Figure 1. Floorplan with the power grid.
(6 px per um) Pins as bars on the die edge. Tap cells in gray.
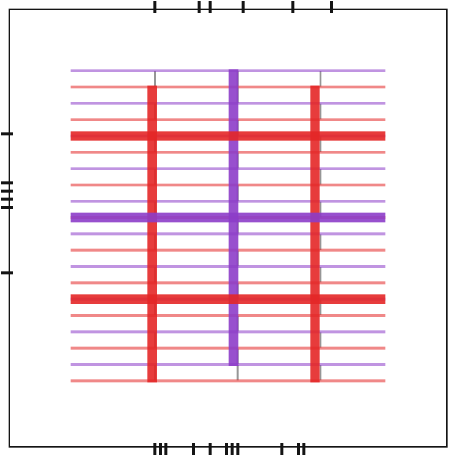
Figure 2. Placed cells, one color a class.
(6 px per um) Fill, decap, tap and diode cells in gray.
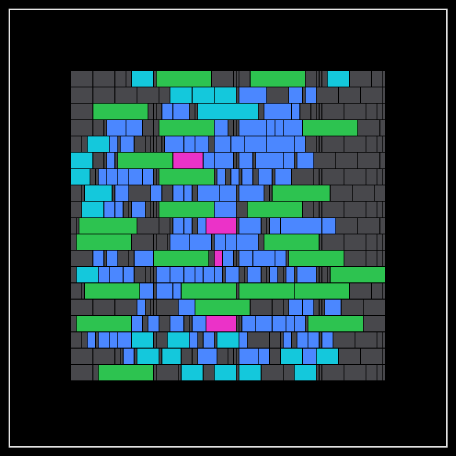
--- src/rtl/y_tri_pkg.sv ---
// Shared types and index helpers for the Y-gate triangle evaluator.
// Triangle bit (r,c) lives at r*(r+1)/2+c, apex first.
package y_tri_pkg;

  typedef enum logic [1:0] {
    IDLE,
    RUN,
    DONE
  } state_t;

  function automatic int tri_size(input int n);
    return (n + 1) * (n + 2) / 2;
  endfunction

  function automatic int tri_idx(input int r, input int c);
    return r * (r + 1) / 2 + c;
  endfunction

endpackage

--- src/rtl/y_maj_layer.sv ---
// One majority reduction layer over a packed triangle.
// Rows at or beyond k, and the bottom row, are zero filled.
module y_maj_layer
  import y_tri_pkg::*;
#(
  parameter  int N  = 4,
  localparam int W  = tri_size(N),
  localparam int CW = $clog2(N + 1)
) (
  input  logic [W-1:0]  d,
  input  logic [CW-1:0] k,
  output logic [W-1:0]  q
);

  for (genvar r = 0; r <= N; r++) begin : g_r
    for (genvar c = 0; c <= r; c++) begin : g_c
      if (r == N) begin : g_z
        assign q[tri_idx(r, c)] = 1'b0;
      end else begin : g_m
        logic a;
        logic b;
        logic e;
        logic act;
        assign a   = d[tri_idx(r, c)];
        assign b   = d[tri_idx(r + 1, c)];
        assign e   = d[tri_idx(r + 1, c + 1)];
        assign act = k > CW'(r);
        assign q[tri_idx(r, c)] =
          act & ((a & b) | (a & e) | (b & e));
      end
    end
  end

endmodule

--- src/rtl/y_tri_eval.sv ---
// Sequential Y_N evaluator: one majority layer per clock,
// result returned over a valid/ready handshake.
module y_tri_eval
  import y_tri_pkg::*;
#(
  parameter  int N  = 4,
  localparam int W  = tri_size(N),
  localparam int CW = $clog2(N + 1)
) (
  input  logic         clk,
  input  logic         rst_n,
  input  logic         in_valid,
  output logic         in_ready,
  input  logic [W-1:0] tri_in,
  output logic         out_valid,
  input  logic         out_ready,
  output logic         y_out,
  output logic         busy
);

  state_t        state;
  logic [W-1:0]  tri_q;
  logic [CW-1:0] cnt;
  logic [W-1:0]  nxt;

  y_maj_layer #(.N(N)) u_layer (
    .d (tri_q),
    .k (cnt),
    .q (nxt)
  );

  always_ff @(posedge clk or negedge rst_n) begin
    if (!rst_n) begin
      state     <= IDLE;
      tri_q     <= '0;
      cnt       <= '0;
      in_ready  <= 1'b1;
      out_valid <= 1'b0;
      y_out     <= 1'b0;
      busy      <= 1'b0;
    end else begin
      unique case (state)
        IDLE: begin
          if (in_valid) begin
            tri_q    <= tri_in;
            cnt      <= CW'(N);
            state    <= RUN;
            in_ready <= 1'b0;
            busy     <= 1'b1;
          end
        end
        RUN: begin
          tri_q <= nxt;
          cnt   <= cnt - 1'b1;
          // cnt==1 means this layer leaves only the apex
          if (cnt == CW'(1)) begin
            y_out     <= nxt[0];
            state     <= DONE;
            out_valid <= 1'b1;
          end
        end
        DONE: begin
          if (out_ready) begin
            state     <= IDLE;
            out_valid <= 1'b0;
            in_ready  <= 1'b1;
            busy      <= 1'b0;
          end
        end
        default: state <= IDLE;
      endcase
    end
  end

endmodule

--- config.mk ---
export PLATFORM = sky130hd
export DESIGN_NAME = y_tri_eval
export DESIGN_NICKNAME = d
export VERILOG_FILES = /design/src/rtl/y_tri_pkg.sv /design/src/rtl/y_maj_layer.sv /design/src/rtl/y_tri_eval.sv
export SDC_FILE = /design/constraint.sdc
export NUM_CORES = 1
export LEC_CHECK = 0
export CAP_MARGIN = 20
export CORE_MARGIN = 10
export CORE_UTILIZATION = 50
export CTS_BUF_LIST = sky130_fd_sc_hd__clkbuf_8
export DETAILED_ROUTE_END_ITERATION = 16
export GPL_TIMING_DRIVEN = 0
export MAX_ROUTING_LAYER = met4
export PLACE_DENSITY = 0.81
export REMOVE_ABC_BUFFERS = 1
export SYNTH_ARGS = -nofsm -noshare
export SYNTH_HDL_FRONTEND = slang
export SYNTH_SLANG_ARGS = --single-unit
export TNS_END_PERCENT = 10
--- constraint.sdc ---
create_clock -name clk -period 1.9 [get_ports clk]
set_input_delay 0.38 -clock clk [delete_from_list [all_inputs] [get_ports clk]]
set_output_delay 0.38 -clock clk [all_outputs]
set_load 0.05 [all_outputs]
==> flow_summary.ini <==
; physical design summary
[critical_path]
end_kind = output pin
crit_slowest_cell = clkdlybuf4s50_1
path_class = reg2out
worstPathMaxFanout = 3
cp-start-kind = register
startpoint = out_valid

[routing]
detail_route.first_pass.iterations = 4
first_iter_violations = 96
postRouteAntennaNets = 0

[finish]
layout.nonclk_buf_frac = 0.148
mostFrequentLayoutCells = dfrtp_1 (22), a21oi_1 (19), clkdlybuf4s50_1 (19)
area_growth_pct = 20.9
final_cells = 200
final_core_util = 0.619
fillers = 230
comb_cells = 113
largestClassByArea = combinational gates
n_clock_buffer = 3
buffers = 23

[floorplan]
dieArea_mm2 = 0.00528
io_pins = 23
fp-utilization = 0.512
nWellTaps = 31

[logic_synthesis]
synth_area_mm2 = 0.00139
synth.logic.top_family = AND-OR/OR-AND gates
syn_inst = 149
ys_sh_adder = 0.0595
yosysWarnings = 0
top_area_frac = 0.415
synth_chip_area_mm2 = 0.00139
synth-edff-count = 0
synth_flops = 24
ys_async_sr_fraction = 1.00

[pwr]
p_comb_frac = 0.399
pg_clk_uw = 311
p_int_uw = 1170
power.switching_uw = 872

[global_routing]
grt_max_degree = 25
grt_pass1_wl_um = 5580
gr-max-usage-layer = met2
antenna_found_initial = 0

[final_timing]
rsz0062_at_grt = false
worst_slew_pin_slew_ns = 0.746

[outcome]
status = finished clean

[clocking]
cts.sinks = 24
cts-resized-gates = 3
cts_buffers = 3

[place]
numPortBuffers = 22
dp_hpwl_um = 2380
place.gp.congestion = 0.886
-- Figure 1 (at the start) --
[purple] VDD
[red] VSS
met1 rails: 20
tap cells: 31
met4 straps: 3
met5 straps: 3
Core Footprint: 0.00271 mm2
die height: 72.7 um
die width: 72.7 um
Peak VDD IR: 1.01 mV

-- Figure 2 (at the start) --
[blue] combinational and other logic | cells: 118 | share of their area: 45%
[green] sequential cells | cells: 24 | share of their area: 37%
[magenta] clock drivers and dummy loads | cells: 4 | share of their area: 2.7%
[cyan] remaining buffers and delay cells | cells: 23 | share of their area: 15%
sequential cell area share: 0.359
row count: 19

